--- config.mk ---
export PLATFORM = sky130hd
export DESIGN_NAME = vga_debug_text_reader
export DESIGN_NICKNAME = d
export VERILOG_FILES = /design/src/rtl/vga_debug_pkg.sv /design/src/rtl/vga_hex_to_ascii.sv /design/src/rtl/vga_debug_text_reader.sv
export SDC_FILE = /design/constraint.sdc
export NUM_CORES = 1
export LEC_CHECK = 0
export ABC_AREA = 1
export CORE_MARGIN = 10
export CORE_UTILIZATION = 53
export CTS_CLUSTER_DIAMETER = 120
export DETAILED_ROUTE_END_ITERATION = 8
export HOLD_SLACK_MARGIN = 0.08
export PLACE_DENSITY = 0.92
export SYNTH_ARGS = -nofsm -noshare
export SYNTH_HDL_FRONTEND = slang
export SYNTH_SLANG_ARGS = --single-unit
--- constraint.sdc ---
create_clock -name clk -period 3.6 [get_ports clk]
set_input_delay 0.54 -clock clk [delete_from_list [all_inputs] [get_ports clk]]
set_output_delay 0.54 -clock clk [all_outputs]
set_load 0.05 [all_outputs]
--- src/rtl/vga_debug_pkg.sv ---
// Shared types and constants for the VGA debug text reader.
// State enum, ASCII codes, row-word field positions and column layout.
package vga_debug_pkg;

   typedef enum logic [1:0] {
      IDLE,
      FETCH,
      EMIT
   } state_t;

   localparam logic [7:0] ASCII_SPACE      = 8'h20;
   localparam logic [7:0] ASCII_ZERO       = 8'h30;
   localparam logic [7:0] ASCII_A_MINUS_10 = 8'h37;

   localparam int ROW_CHARS_DEF = 35;

   // Low bit of each 32-bit field in the 128-bit row word
   localparam logic [6:0] INSTR_LSB = 7'd96;
   localparam logic [6:0] INT_LSB   = 7'd64;
   localparam logic [6:0] FLOAT_LSB = 7'd32;
   localparam logic [6:0] DATA_LSB  = 7'd0;

   // First text column of each field
   localparam logic [5:0] COL_F0 = 6'd0;
   localparam logic [5:0] COL_F1 = 6'd9;
   localparam logic [5:0] COL_F2 = 6'd18;
   localparam logic [5:0] COL_F3 = 6'd27;

   localparam logic [5:0] FIELD_DIGITS = 6'd8;

   function automatic logic [6:0] field_lsb(input logic [1:0] fld);
      logic [6:0] r;
      unique case (fld)
         2'd0:    r = INSTR_LSB;
         2'd1:    r = INT_LSB;
         2'd2:    r = FLOAT_LSB;
         default: r = DATA_LSB;
      endcase
      return r;
   endfunction

endpackage

--- src/rtl/vga_hex_to_ascii.sv ---
// Combinational nibble to uppercase ASCII hex digit converter.
// Ports: nibble (4-bit value in), ascii (8-bit character out).
module vga_hex_to_ascii
   import vga_debug_pkg::*;
(
   input  logic [3:0] nibble,
   output logic [7:0] ascii
);

   always_comb begin
      if (nibble < 4'd10) begin
         ascii = ASCII_ZERO + {4'd0, nibble};
      end else begin
         ascii = ASCII_A_MINUS_10 + {4'd0, nibble};
      end
   end

endmodule

--- src/rtl/vga_debug_text_reader.sv ---
// Walks shadow RAM rows per frame and streams them as ASCII hex text.
// Ports: clk, rst_n, frame_start, read_address/ram_out (RAM side),
//   char_data/col/row/valid/ready (text stream), busy, frame_done.
module vga_debug_text_reader
   import vga_debug_pkg::*;
#(
   parameter int NUM_ROWS  = 46,
   parameter int REG_ROWS  = 32,
   parameter int ROW_CHARS = ROW_CHARS_DEF
) (
   input  logic         clk,
   input  logic         rst_n,
   input  logic         frame_start,
   output logic [5:0]   read_address,
   input  logic [127:0] ram_out,
   output logic [7:0]   char_data,
   output logic [5:0]   char_col,
   output logic [5:0]   char_row,
   output logic         char_valid,
   input  logic         char_ready,
   output logic         busy,
   output logic         frame_done
);

   localparam logic [5:0] LAST_COL = 6'(ROW_CHARS - 1);
   localparam logic [5:0] LAST_ROW = 6'(NUM_ROWS - 1);
   localparam logic [6:0] REG_LIM  = 7'(REG_ROWS);

   state_t         state;
   logic [127:0]   row_q;

   logic [127:0]   src;
   logic [5:0]     sel;
   logic [1:0]     fld;
   logic [2:0]     dig;
   logic           is_space;
   logic [6:0]     idx;
   logic [3:0]     nib;
   logic [7:0]     hex_char;
   logic [7:0]     next_char;

   assign char_row = read_address;

   // The character register is loaded one column ahead: in FETCH it
   // takes column 0 straight from the RAM, in EMIT it takes col+1
   // from the latched row.
   always_comb begin
      src      = (state == FETCH) ? ram_out : row_q;
      sel      = (state == FETCH) ? 6'd0 : char_col + 6'd1;
      fld      = 2'd0;
      dig      = 3'd0;
      is_space = 1'b0;
      unique case (1'b1)
         (sel < COL_F0 + FIELD_DIGITS): begin
            fld = 2'd0;
            dig = 3'(sel - COL_F0);
         end
         (sel >= COL_F1 && sel < COL_F1 + FIELD_DIGITS): begin
            fld = 2'd1;
            dig = 3'(sel - COL_F1);
         end
         (sel >= COL_F2 && sel < COL_F2 + FIELD_DIGITS): begin
            fld = 2'd2;
            dig = 3'(sel - COL_F2);
         end
         (sel >= COL_F3 && sel < COL_F3 + FIELD_DIGITS): begin
            fld = 2'd3;
            dig = 3'(sel - COL_F3);
         end
         default: is_space = 1'b1;
      endcase
      // High rows alias register entries, so hide both reg fields
      if ({1'b0, read_address} >= REG_LIM &&
          (fld == 2'd1 || fld == 2'd2)) begin
         is_space = 1'b1;
      end
      idx = field_lsb(fld) + 7'd28 - {2'b00, dig, 2'b00};
      nib = src[idx +: 4];
   end

   vga_hex_to_ascii u_hex (
      .nibble (nib),
      .ascii  (hex_char)
   );

   assign next_char = is_space ? ASCII_SPACE : hex_char;

   always_ff @(posedge clk or negedge rst_n) begin
      if (!rst_n) begin
         state        <= IDLE;
         read_address <= 6'd0;
         row_q        <= '0;
         char_data    <= 8'd0;
         char_col     <= 6'd0;
         char_valid   <= 1'b0;
         busy         <= 1'b0;
         frame_done   <= 1'b0;
      end else begin
         frame_done <= 1'b0;
         unique case (state)
            IDLE: begin
               if (frame_start) begin
                  state        <= FETCH;
                  read_address <= 6'd0;
                  busy         <= 1'b1;
               end
            end
            FETCH: begin
               row_q      <= ram_out;
               char_col   <= 6'd0;
               char_data  <= next_char;
               char_valid <= 1'b1;
               state      <= EMIT;
            end
            EMIT: begin
               if (char_ready) begin
                  if (char_col < LAST_COL) begin
                     char_col  <= char_col + 6'd1;
                     char_data <= next_char;
                  end else begin
                     char_valid <= 1'b0;
                     char_col   <= 6'd0;
                     if (read_address < LAST_ROW) begin
                        read_address <= read_address + 6'd1;
                        state        <= FETCH;
                     end else begin
                        read_address <= 6'd0;
                        busy         <= 1'b0;
                        frame_done   <= 1'b1;
                        state        <= IDLE;
                     end
                  end
               end
            end
            default: state <= IDLE;
         endcase
      end
   end

endmodule

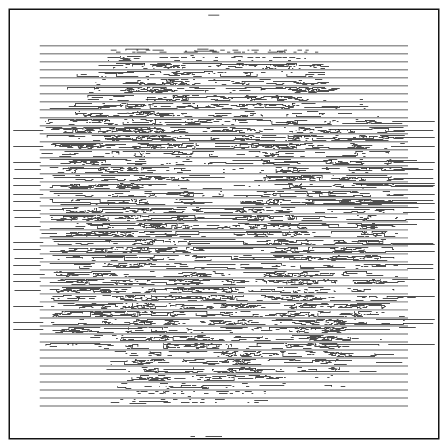
*The metal 1 layer*
Supply wires on this layer in grey.
wire length on this layer: 9820 um
main direction: horizontal
longest straight run: 37.7 um
final wirelength: 23.4 mm
global-route track usage on met1: 27.2%

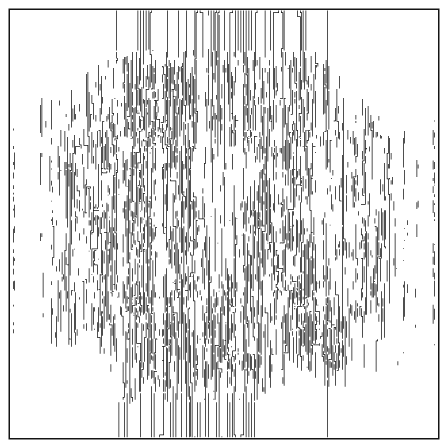
*Signal wires on met2*
wire length on this layer: 11300 um
share of all routed wire: 48%
main direction: vertical
global-route met2 utilization: 35.3%
number of vias after detailed routing: 7640

==> reports/qor.csv <==
metric,value,unit
path_common_cell,sky130_fd_sc_hd__nand2_2,
critical-path-top-delay-family,simple AND/OR/NAND/NOR gates,
min_path_type,in2async,
number_of_global_route_vias_before_repair,7796,
largest_net_degree_at_the_start_of_global_routing,80,
design_power_total,10.8,mW
fmaxAchievable,0.290,GHz
critical_path.max_fanout,13,
timing_max_transition_violations_final,0,
status,completed,
path_depth,25,
ys_sh_simple,31.3,%
post_synth_main_area_contributors,"sky130_fd_sc_hd__dfrtp_1 (46%), sky130_fd_sc_hd__nand3_1 (9.7%), sky130_fd_sc_hd__nand2_1 (9.5%)",
final_cell_count_without_fillers,1430,
seq_power_share,25.3,%
worst-path-buf-inv,3,
ff2ff_setup_slack,0.15,ns
openroad.warnings,30,
gr-usage-met3,5.93,%
numClockSinks,152,
timing_worst_setup_path_type,reg2reg,
grt_antenna_before_repair,0,
